$ cat src/rtl/instr_sequencer.sv
// Instruction sequencer: buffers init values and instructions from a host, replays them
// to a datapath (init phase, then execute phase) and collects the ALU results in program order.
module instr_sequencer #(
    parameter int INIT_DEPTH = 8,
    parameter int PROG_DEPTH = 16,
    parameter int ALU_LAT    = 1
) (
    input  logic        clk,
    input  logic        reset,
    input  logic        load_valid,
    input  logic        load_is_init,
    input  logic [15:0] load_data,
    output logic        load_ready,
    input  logic        start,
    output logic        busy,
    output logic        done,
    output logic [15:0] Instruction,
    output logic [15:0] DataInit,
    output logic        InitSel,
    input  logic [15:0] ALUOut,
    output logic        result_valid,
    output logic [15:0] result_data,
    output logic [3:0]  result_index
);

    localparam int MAXD = (PROG_DEPTH > INIT_DEPTH) ? PROG_DEPTH : INIT_DEPTH;
    localparam int CW   = $clog2(MAXD + 1);
    localparam int IW   = (INIT_DEPTH > 1) ? $clog2(INIT_DEPTH) : 1;
    localparam int PW   = (PROG_DEPTH > 1) ? $clog2(PROG_DEPTH) : 1;

    typedef enum logic [2:0] {S_IDLE, S_INIT, S_EXEC, S_DRAIN, S_DONE} state_t;

    state_t            state_q, state_d;
    logic [CW-1:0]     idx_q, idx_d;
    logic [CW-1:0]     init_count_q, prog_count_q;
    logic [15:0]       init_mem [INIT_DEPTH];
    logic [15:0]       prog_mem [PROG_DEPTH];
    logic [ALU_LAT-1:0] vld_q;
    logic [3:0]        idx_pipe_q [ALU_LAT];
    logic              issue_s, clear_s, load_fire_s;
    logic              busy_q, done_q, result_valid_q;
    logic [15:0]       result_data_q;
    logic [3:0]        result_index_q;

    // Load handshake: only idle, and only while the targeted buffer has room.
    always_comb begin
        load_ready = 1'b0;
        if (state_q == S_IDLE) begin
            if (load_is_init) begin
                load_ready = (init_count_q < CW'(INIT_DEPTH));
            end else begin
                load_ready = (prog_count_q < CW'(PROG_DEPTH));
            end
        end else begin
            load_ready = 1'b0;
        end
    end

    assign load_fire_s = load_valid & load_ready;

    // Buffer storage; contents are deliberately never cleared, only the counts.
    always_ff @(posedge clk) begin
        if (load_fire_s && load_is_init) begin
            init_mem[init_count_q[IW-1:0]] <= load_data;
        end
        if (load_fire_s && !load_is_init) begin
            prog_mem[prog_count_q[PW-1:0]] <= load_data;
        end
    end

    // Fill counters, cleared when a run completes.
    always_ff @(posedge clk or negedge reset) begin
        if (!reset) begin
            init_count_q <= '0;
            prog_count_q <= '0;
        end else if (clear_s) begin
            init_count_q <= '0;
            prog_count_q <= '0;
        end else begin
            if (load_fire_s && load_is_init) begin
                init_count_q <= init_count_q + CW'(1);
            end
            if (load_fire_s && !load_is_init) begin
                prog_count_q <= prog_count_q + CW'(1);
            end
        end
    end

    // Next-state logic for the run sequencing.
    always_comb begin
        state_d = state_q;
        idx_d   = idx_q;
        issue_s = 1'b0;
        clear_s = 1'b0;
        case (state_q)
            S_IDLE: begin
                if (start && (prog_count_q != CW'(0))) begin
                    state_d = (init_count_q != CW'(0)) ? S_INIT : S_EXEC;
                    idx_d   = '0;
                end else begin
                    state_d = S_IDLE;
                end
            end
            S_INIT: begin
                if (idx_q == init_count_q - CW'(1)) begin
                    state_d = S_EXEC;
                    idx_d   = '0;
                end else begin
                    idx_d = idx_q + CW'(1);
                end
            end
            S_EXEC: begin
                issue_s = 1'b1;
                if (idx_q == prog_count_q - CW'(1)) begin
                    state_d = S_DRAIN;
                    idx_d   = '0;
                end else begin
                    idx_d = idx_q + CW'(1);
                end
            end
            S_DRAIN: begin
                // Leave once the final result is sitting in the output register.
                if (vld_q == '0) begin
                    state_d = S_DONE;
                end else begin
                    state_d = S_DRAIN;
                end
            end
            S_DONE: begin
                state_d = S_IDLE;
                clear_s = 1'b1;
            end
            default: begin
                state_d = S_IDLE;
            end
        endcase
    end

    // State, index and status registers.
    always_ff @(posedge clk or negedge reset) begin
        if (!reset) begin
            state_q <= S_IDLE;
            idx_q   <= '0;
            busy_q  <= 1'b0;
            done_q  <= 1'b0;
        end else begin
            state_q <= state_d;
            idx_q   <= idx_d;
            busy_q  <= (state_d != S_IDLE);
            done_q  <= (state_d == S_DONE);
        end
    end

    // Datapath drive decoded from the registered state and index.
    always_comb begin
        Instruction = 16'h0000;
        DataInit    = 16'h0000;
        InitSel     = 1'b1;
        case (state_q)
            S_INIT: begin
                DataInit = init_mem[idx_q[IW-1:0]];
                InitSel  = 1'b0;
            end
            S_EXEC: begin
                Instruction = prog_mem[idx_q[PW-1:0]];
            end
            default: begin
                Instruction = 16'h0000;
            end
        endcase
    end

    // Issue-tracking pipeline matching the ALU latency.
    always_ff @(posedge clk or negedge reset) begin
        if (!reset) begin
            vld_q <= '0;
            for (int i = 0; i < ALU_LAT; i++) begin
                idx_pipe_q[i] <= 4'd0;
            end
        end else begin
            vld_q[0]      <= issue_s;
            idx_pipe_q[0] <= idx_q[3:0];
            for (int i = 1; i < ALU_LAT; i++) begin
                vld_q[i]      <= vld_q[i-1];
                idx_pipe_q[i] <= idx_pipe_q[i-1];
            end
        end
    end

    // Result capture register.
    always_ff @(posedge clk or negedge reset) begin
        if (!reset) begin
            result_valid_q <= 1'b0;
            result_data_q  <= 16'h0000;
            result_index_q <= 4'd0;
        end else begin
            result_valid_q <= vld_q[ALU_LAT-1];
            if (vld_q[ALU_LAT-1]) begin
                result_data_q  <= ALUOut;
                result_index_q <= idx_pipe_q[ALU_LAT-1];
            end
        end
    end

    assign busy         = busy_q;
    assign done         = done_q;
    assign result_valid = result_valid_q;
    assign result_data  = result_data_q;
    assign result_index = result_index_q;

endmodule

$ cat config.mk
export PLATFORM = sky130hd
export DESIGN_NAME = instr_sequencer
export DESIGN_NICKNAME = d
export VERILOG_FILES = /design/src/rtl/instr_sequencer.sv
export SDC_FILE = /design/constraint.sdc
export NUM_CORES = 1
export LEC_CHECK = 0
export ABC_AREA = 1
export CAP_MARGIN = 20
export CORE_UTILIZATION = 45
export DETAILED_ROUTE_END_ITERATION = 7
export PLACE_DENSITY_LB_ADDON = 0.2
export RECOVER_POWER = 25
export SYNTH_ARGS = -nofsm -noshare
export SYNTH_HDL_FRONTEND = slang
export SYNTH_SLANG_ARGS = --single-unit
$ cat constraint.sdc
create_clock -name clk -period 4.4 [get_ports clk]
set_clock_uncertainty 0.05 [all_clocks]
set_input_delay 0.44 -clock clk [delete_from_list [all_inputs] [get_ports clk]]
set_output_delay 0.44 -clock clk [all_outputs]
set_load 0.03 [all_outputs]
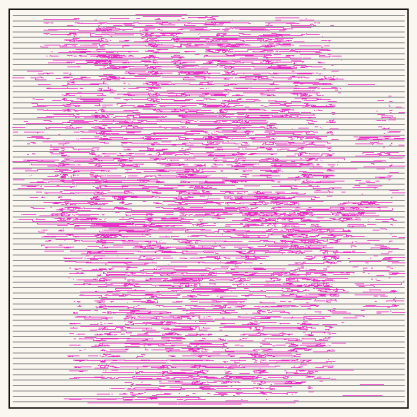
run_1/layer_met1.png
Drawn at 2 px/um. Supply wires on this layer in gray.
longest straight run: 58.9 um
main direction: horizontal
share of all routed wire: 45%
wire length on this layer: 19500 um

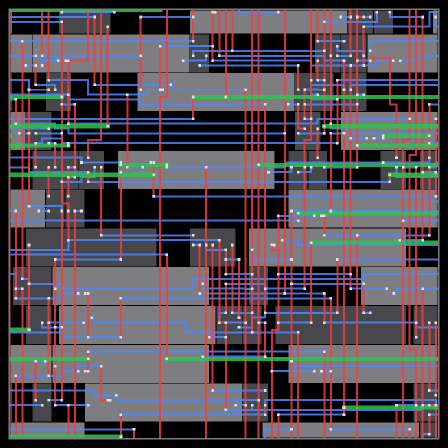
run_1/detail.png
Window x 84 to 114, y 124 to 154 um. Cells in gray, sequential cells in the stronger gray; small squares are vias.
legend:
  metal 1:
    color: blue
  metal 2:
    color: red
  metal 3:
    color: green
most frequent: edfxtp_1 (12), nor2_1 (9), o21ai_0 (8)
netlist names of flops here include: prog_mem (12)
sequential cells in the window: 12
cells with their middle in the window: 43

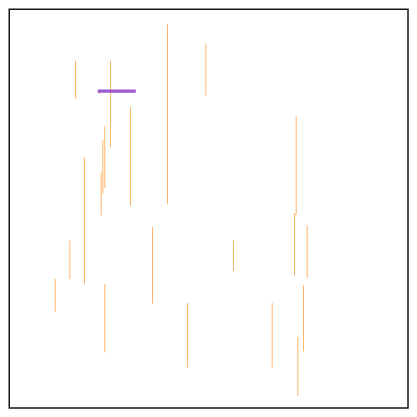
run_1/wires.png
Drawn at 2 px/um. Two of the layers only.
legend:
  metal 5:
    color: purple
    wire_length: 17.5 um
  metal 4:
    color: orange
    wire_length: 723 um

==> design notes, run 1 <==
The run finished with clean final reports. Per the synthesis report, the number of distinct cell types is 36. The placer's final routability congestion estimate is 0.808, and the number of clock buffers inserted by TritonCTS is 44. The synthesis report lists the most area-consuming cells as edfxtp_1 (66%), dfrtp_1 (6.6%), nor2_1 (6.2%), o21ai_0 (6.0%), o211ai_1 (1.9%). The area share of the leading cell type in the synthesized netlist was 0.663. Endpoints with negative setup slack in the final report add up to 0.

The synthesis report lists the Yosys warning total as 0. Once detail routing completed, the nets flagged for antenna violations numbered 0. With the first-pass detailed-route iteration total at 8, the transition time of the tightest slew-check pin is 1320 ps.

TritonCTS built the clock tree. The mean routed wirelength per cell is 21.5 um, and the layout overhead on the synthesized area is 17.1%. The logs give 0.460 for the initial core utilization and 0 for the antenna diode count.

The capture point of the critical path was reported as Instruction[12]. No sink is reached through more buffers than the 3 on the longest clock path. Measured along the x axis, the die boundary spans 199 um. The post-route clock period utilization works out to 0.925.

The worst-case headroom to the max-slew limit came out at 0.121. The most common library cell in the layout ignoring fill and taps is edfxtp_1. The power dissipated by switching net loads came out at 4.32 mW. The leakage power figure was 6.87 nW; the worst reg-to-reg setup slack was 1700 ps. For reference, the placement row count at floorplan is 71. The shortest period the worst path allows was 4070 ps; the proportion of power drawn by the clock network was 0.298.

The quantity of I/O buffers inserted on ports works out to 93. For the core occupancy in the finished layout, the log shows 0.538. The clock drives 430 sinks. The largest fanout on the critical path was 64; the global-route wire length before repair was 64.5 mm. The tools report the level count of the clock H-tree as 2. The top cell types in the final layout, fill and taps aside, are edfxtp_1 (384), nor2_1 (272), o21ai_0 (208). The max capacitance violation total is 0, and the gate count of the mapped netlist is 1352.

After the first detailed-routing iteration, the DRC count stood at 1364. Ratio of cells with drive above 1 in the final layout: 0.114. With the part of the total power dissipated in combinational logic at 0.304, the height of the chip is 199 um.

The data required time reported for the critical path is 3910 ps. STA classifies the critical path endpoint as a primary output. For the initial antenna violation count, the log shows 1.

STA reports the tightest min-delay check as being of type register to register. The chip area estimate from yosys synthesis came out at 17400 um2. Per the timing report, the most critical flop-to-flop path finishes at prog_mem[11][11].

Dividing total power by cell area gives a power density of 616 nW/um2. The tools report the pin count of the biggest net entering global routing as 129. The startpoint-to-endpoint class of the critical path was register to primary output. The core region is 37800 um2. For the worst flop-to-flop path, the logic depth is 8.
==> run 1: state kept, by name (all words and copies together) (netlist names) <==
signal / flops
idx_q: 5
busy: 1
prog_mem: 256
init_mem: 128
init_count_q: 5
prog_count_q: 5
result_data: 16
result_index: 4
vld_q: 1
idx_pipe_q: 4
done: 1
result_valid: 1
state_q: 3
==> run 1: through the flow <==
step                      hold WS [ps]  setup WS, ps  total power [mW]  std cells  cell area (um2)
after floorplan                   94.4          1430              7.62       1352            17400
after global placement             407           957              8.83       1909            18900
after detailed placement           414           980              8.89       1910            18900
after CTS                         38.0           365              12.6       1990            20400
after global routing               436           229              13.2       1993            20400
final                              425           330              12.6       1993            20400
==> run 1: cell families after synthesis <==
kind of cell / count (synthesis) / share of synthesized area
AOI/OAI and AO/OA: 355 / 0.116
DFF: 430 / 0.729
adders and majority gates: 7 / 0.00503
xor gates and xnor gates: 7 / 0.00352
muxes: 20 / 0.0129
buffers and inverters: 126 / 0.0344
and+or+nand+nor: 407 / 0.0989
==> run 1: cells in the mapped netlist, drive strengths merged <==
library cell  count
dfrtp            46
nand2            53
edfxtp          384
clkbuf           37
nand3            49
o221ai           21
o21ai           219
o22ai            47
o211ai           43
inv              40
buf              48
clkinv            1
a31oi             1
nor4              2
a21oi            24
xor2              7
nor2            291
nand4             2
nor3             10
ha                7
mux2             20
==> run 1: per-layer routing <==
layer	vias to the layer above	track usage	wire (um)
met5	-	0	17
met4	2	0.0610	723
met3	52	0.0342	3020
met2	427	0.339	19700
met1	5609	0.327	19500
li1	5149	-	-
==> run 1: layout make-up <==
| type | count | area (um2) | area share |
|---|---|---|---|
| sequential | 430 | 12700 | 0.623 |
| multi-input combinational | 796 | 4170 | 0.205 |
| timing repair buffer | 135 | 1270 | 0.0622 |
| clock buffer | 56 | 1190 | 0.0583 |
| tap | 511 | 639 | 0.0314 |
| clock inverter | 24 | 260 | 0.0128 |
| inverter | 41 | 159 | 0.00780 |
==> run 1: power groups by stage <==
stage | clock (mW) | combinational (mW) | sequential (mW)
3_5_place_dp | 0 | 3.81 | 5.08
3_3_place_gp | 0 | 3.77 | 5.07
4_1_cts | 3.80 | 3.82 | 5.00
5_1_grt | 3.95 | 4.18 | 5.03
2_1_floorplan | 0 | 2.48 | 5.14
6_report | 3.74 | 3.82 | 4.99
==> run 1: repair_timing <==
action                                  CTS  global route
hold endpoints to repair                  0            20
hold buffers                              0             1
endpoints found under the setup margin    0             0
==> run 1: worst max-delay path, cell delays in order, from the launching register on <==
cell and delay [ps]:
dfrtp_2 580, inv_4 640, buf_4 310, o21ai_0 100, o221ai_1 180, nand3_1 90
a21oi_1 330, clkdlybuf4s50_1 750
==> run 1: worst min path at each step <==
stage	cells past startpoint	from	endpoint
CTS	1	reset	init_count_q[0]
floorplan	0	reset	busy
finish	1	idx_pipe_q[2]	result_index[2]
global placement	1	idx_pipe_q[1]	result_index[1]
global route	2	ALUOut[7]	result_data[7]
detailed placement	1	idx_pipe_q[2]	result_index[2]
==> run 2: changes to the inputs <==
--- a/config.mk
+++ b/config.mk
@@ -7,10 +7,13 @@
 export LEC_CHECK = 0
 export ABC_AREA = 1
 export CAP_MARGIN = 20
+export CELL_PAD_IN_SITES_DETAIL_PLACEMENT = 1
+export CELL_PAD_IN_SITES_GLOBAL_PLACEMENT = 2
 export CORE_UTILIZATION = 45
 export DETAILED_ROUTE_END_ITERATION = 7
 export PLACE_DENSITY_LB_ADDON = 0.2
 export RECOVER_POWER = 25
+export SKIP_LAST_GASP = 1
 export SYNTH_ARGS = -nofsm -noshare
 export SYNTH_HDL_FRONTEND = slang
 export SYNTH_SLANG_ARGS = --single-unit
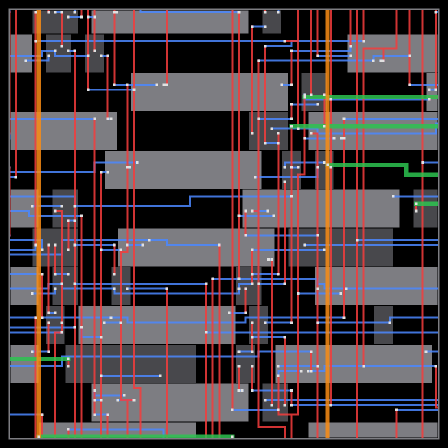
run_2/detail.png
Window x 84 to 114, y 124 to 154 um. Cells in gray, sequential cells in the stronger gray; small squares are vias.
legend:
  metal 4:
    color: orange
  metal 1:
    color: blue
  metal 3:
    color: green
  metal 2:
    color: red
most frequent: edfxtp_1 (12), nor2_1 (8), o21ai_0 (6)
sequential cells in the window: 12
netlist names of flops here include: prog_mem (12)
cells with their middle in the window: 32

==> design notes, run 2 <==
The run finished, with violations left. The checks that failed: max-capacitance violations, max-slew violations. STA reports the tightest min-delay check as being of type input pin to async pin. The run gives 1 for the max capacitance violation total. The run gives 0.460 as the initial core utilization. The flow measured a signed area growth from synthesis to layout of 16.9%. Counting distinct cell types in the post-synthesis netlist gives 36. The antenna diode count was 0; the clock net sink count was 430. The most common library cell in the layout ignoring fill and taps is edfxtp_1. The initial antenna violation count was 0. By area the synthesized netlist is led by edfxtp_1 (66%), dfrtp_1 (6.6%), nor2_1 (6.2%), o21ai_0 (6.0%), o211ai_1 (1.9%). During synthesis, Yosys emitted a total of 0 warnings.

The leakage power in the latest report is 6.87 nW. Of all nets on the critical path, the largest fanout is 42. The most frequently used library cell after synthesis is edfxtp_1.

At the worst endpoint, the required time is 3910 ps. Counting instances in the post-synthesis netlist gives the leading cell types as edfxtp_1 (384), nor2_1 (287), o21ai_0 (208). Counting pins that exceed their max-slew limit in the final report gives 36.

The register with the most flip-flops in the layout has 256 of them. The number of enable-type register cells in the synthesized netlist works out to 384. Level count of the clock H-tree: 2. The run gives 70.6 mm as the global-route wire length before repair. Proportion of synthesized flip-flops having asynchronous set or reset: 0.107.

The run gives 0.663 for the area share of the leading cell type in the synthesized netlist. In the layout the commonest cells are edfxtp_1 (384), nor2_1 (272), o21ai_0 (208). The placer's final routability congestion estimate is 0.754, and the floorplan core area is 37800 um2. The number of nets with antenna violations after detailed routing came out at 0.

Static timing analysis puts the maximum clock frequency at 249 MHz. The post-route clock period utilization was 0.914; the row count was 71. The number of clock buffers inserted by TritonCTS came out at 46. In the final routed layout, each cell accounts on average for 23.7 um. The shortest period the worst path allows works out to 4020 ps. For this block, the initial DRC count from the detailed router was 830.

TritonCTS built the clock tree. The transition time recorded at the tightest slew-check pin is 1990 ps. The horizontal die dimension works out to 199 um. With the average size of a mapped cell at 12.9 um2, the cell area after technology mapping is 17400 um2. With the worst-case headroom to the max-slew limit at -0.329, the quantity of I/O buffers inserted on ports is 93.

In this run the vertical extent of the chip is 199 um. The logs give 1352 for the gate count of the mapped netlist and 358 ps for the worst hold margin. The run gives 0.537 as the core occupancy in the finished layout.

The tools report the nature of the critical path endpoint as a primary output. Entering global routing, the biggest net connects 99 pins. For the final routed database, the setup TNS stands at 0 ps.

For this run, the leading register cell type out of synthesis is edfxtp_1. With the total design power at 12.6 mW, the chip area estimate from yosys synthesis is 17400 um2. The largest buffer count on any clock path is 3, and the total power density per cell area is 618 nW/um2.
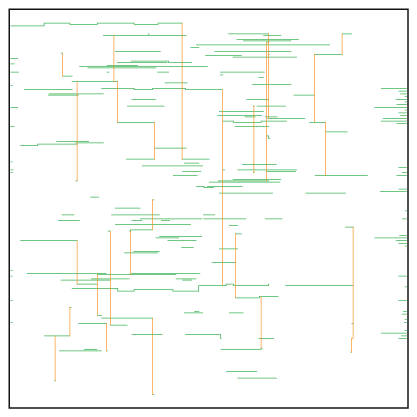
run_2/wires.png
Drawn at 2 px/um. Two of the layers only.
legend:
  metal 3:
    color: green
    wire_length: 2520 um
  metal 4:
    color: orange
    wire_length: 840 um

-- run 2: logic make-up after synthesis --
logic type | count (synthesis) | synth area share
buffers and inverters | 126 | 0.0344
adder cells (fa/ha/maj) | 7 | 0.00503
AND/OR/NAND/NOR | 407 | 0.0989
AND-OR/OR-AND | 355 | 0.116
multiplexers | 20 | 0.0129
flip-flops | 430 | 0.729
XOR/XNOR | 7 | 0.00352
-- run 2: stage by stage --
step | cell area (um2) | std cells | worst slack (ps)
floorplan | 17400 | 1352 | 1430
global placement | 18900 | 1914 | 990
detailed placement | 18900 | 1914 | 998
CTS | 20300 | 1994 | 377
global route | 20300 | 1994 | 182
finish | 20300 | 1994 | 380
-- run 2: worst max-delay path, cell delays in order, from the launching register on --
cell and delay (ps):
dfrtp_4 640, inv_4 380, buf_4 460, o21ai_0 130, o221ai_1 200, nand3_1 160, a21oi_1 240, clkdlybuf4s50_1 720
-- run 2: layout make-up --
class,instances,area (um2)
Fill cell,3852,17500
Tap cell,511,639
Clock inverter,14,144
Clock buffer,65,1250
Multi-Input combinational cell,796,4170
Inverter,41,159
Sequential cell,430,12700
Timing Repair Buffer,137,1280
-- run 2: worst paths after layout --
path | startpoint | endpoint | slack, ps | cells after the start
max in group asynchronous | reset | idx_q[0] | 1410 | 3
min reg2reg | idx_pipe_q[3] | result_index[3] | 430 | 1
min in group clk | idx_pipe_q[3] | result_index[3] | 430 | 1
min | reset | result_data[7] | 360 | 2
max | idx_q[0] | Instruction[0] | 380 | 7
max reg2reg | state_q[0] | prog_mem[15][14] | 1690 | 7
-- run 2: metal layers --
layer | vias to the layer above | global-route usage | part of all wire
li1 | 5162 | - | -
met5 | - | 0 | 0
met1 | 5796 | 0.335 | 0.45
met3 | 64 | 0.0378 | 0.053
met2 | 292 | 0.405 | 0.48
met4 | 0 | 0.0570 | 0.018
-- run 2: power by group --
group	leakage, nW	internal (mW)	switching (mW)
logic	2.15	1.28	2.65
registers	4.03	4.75	0.216
clock network	0.683	2.15	1.52
total	6.87	8.18	4.39
-- run 2: what timing repair did --
| action | in CTS | in global routing |
|---|---|---|
| hold endpoints to repair | 11 | 0 |
| hold buffers | 1 | 0 |
| setup buffers | 0 | 0 |
No activity file was given, so power comes from the tool's default toggle rates.
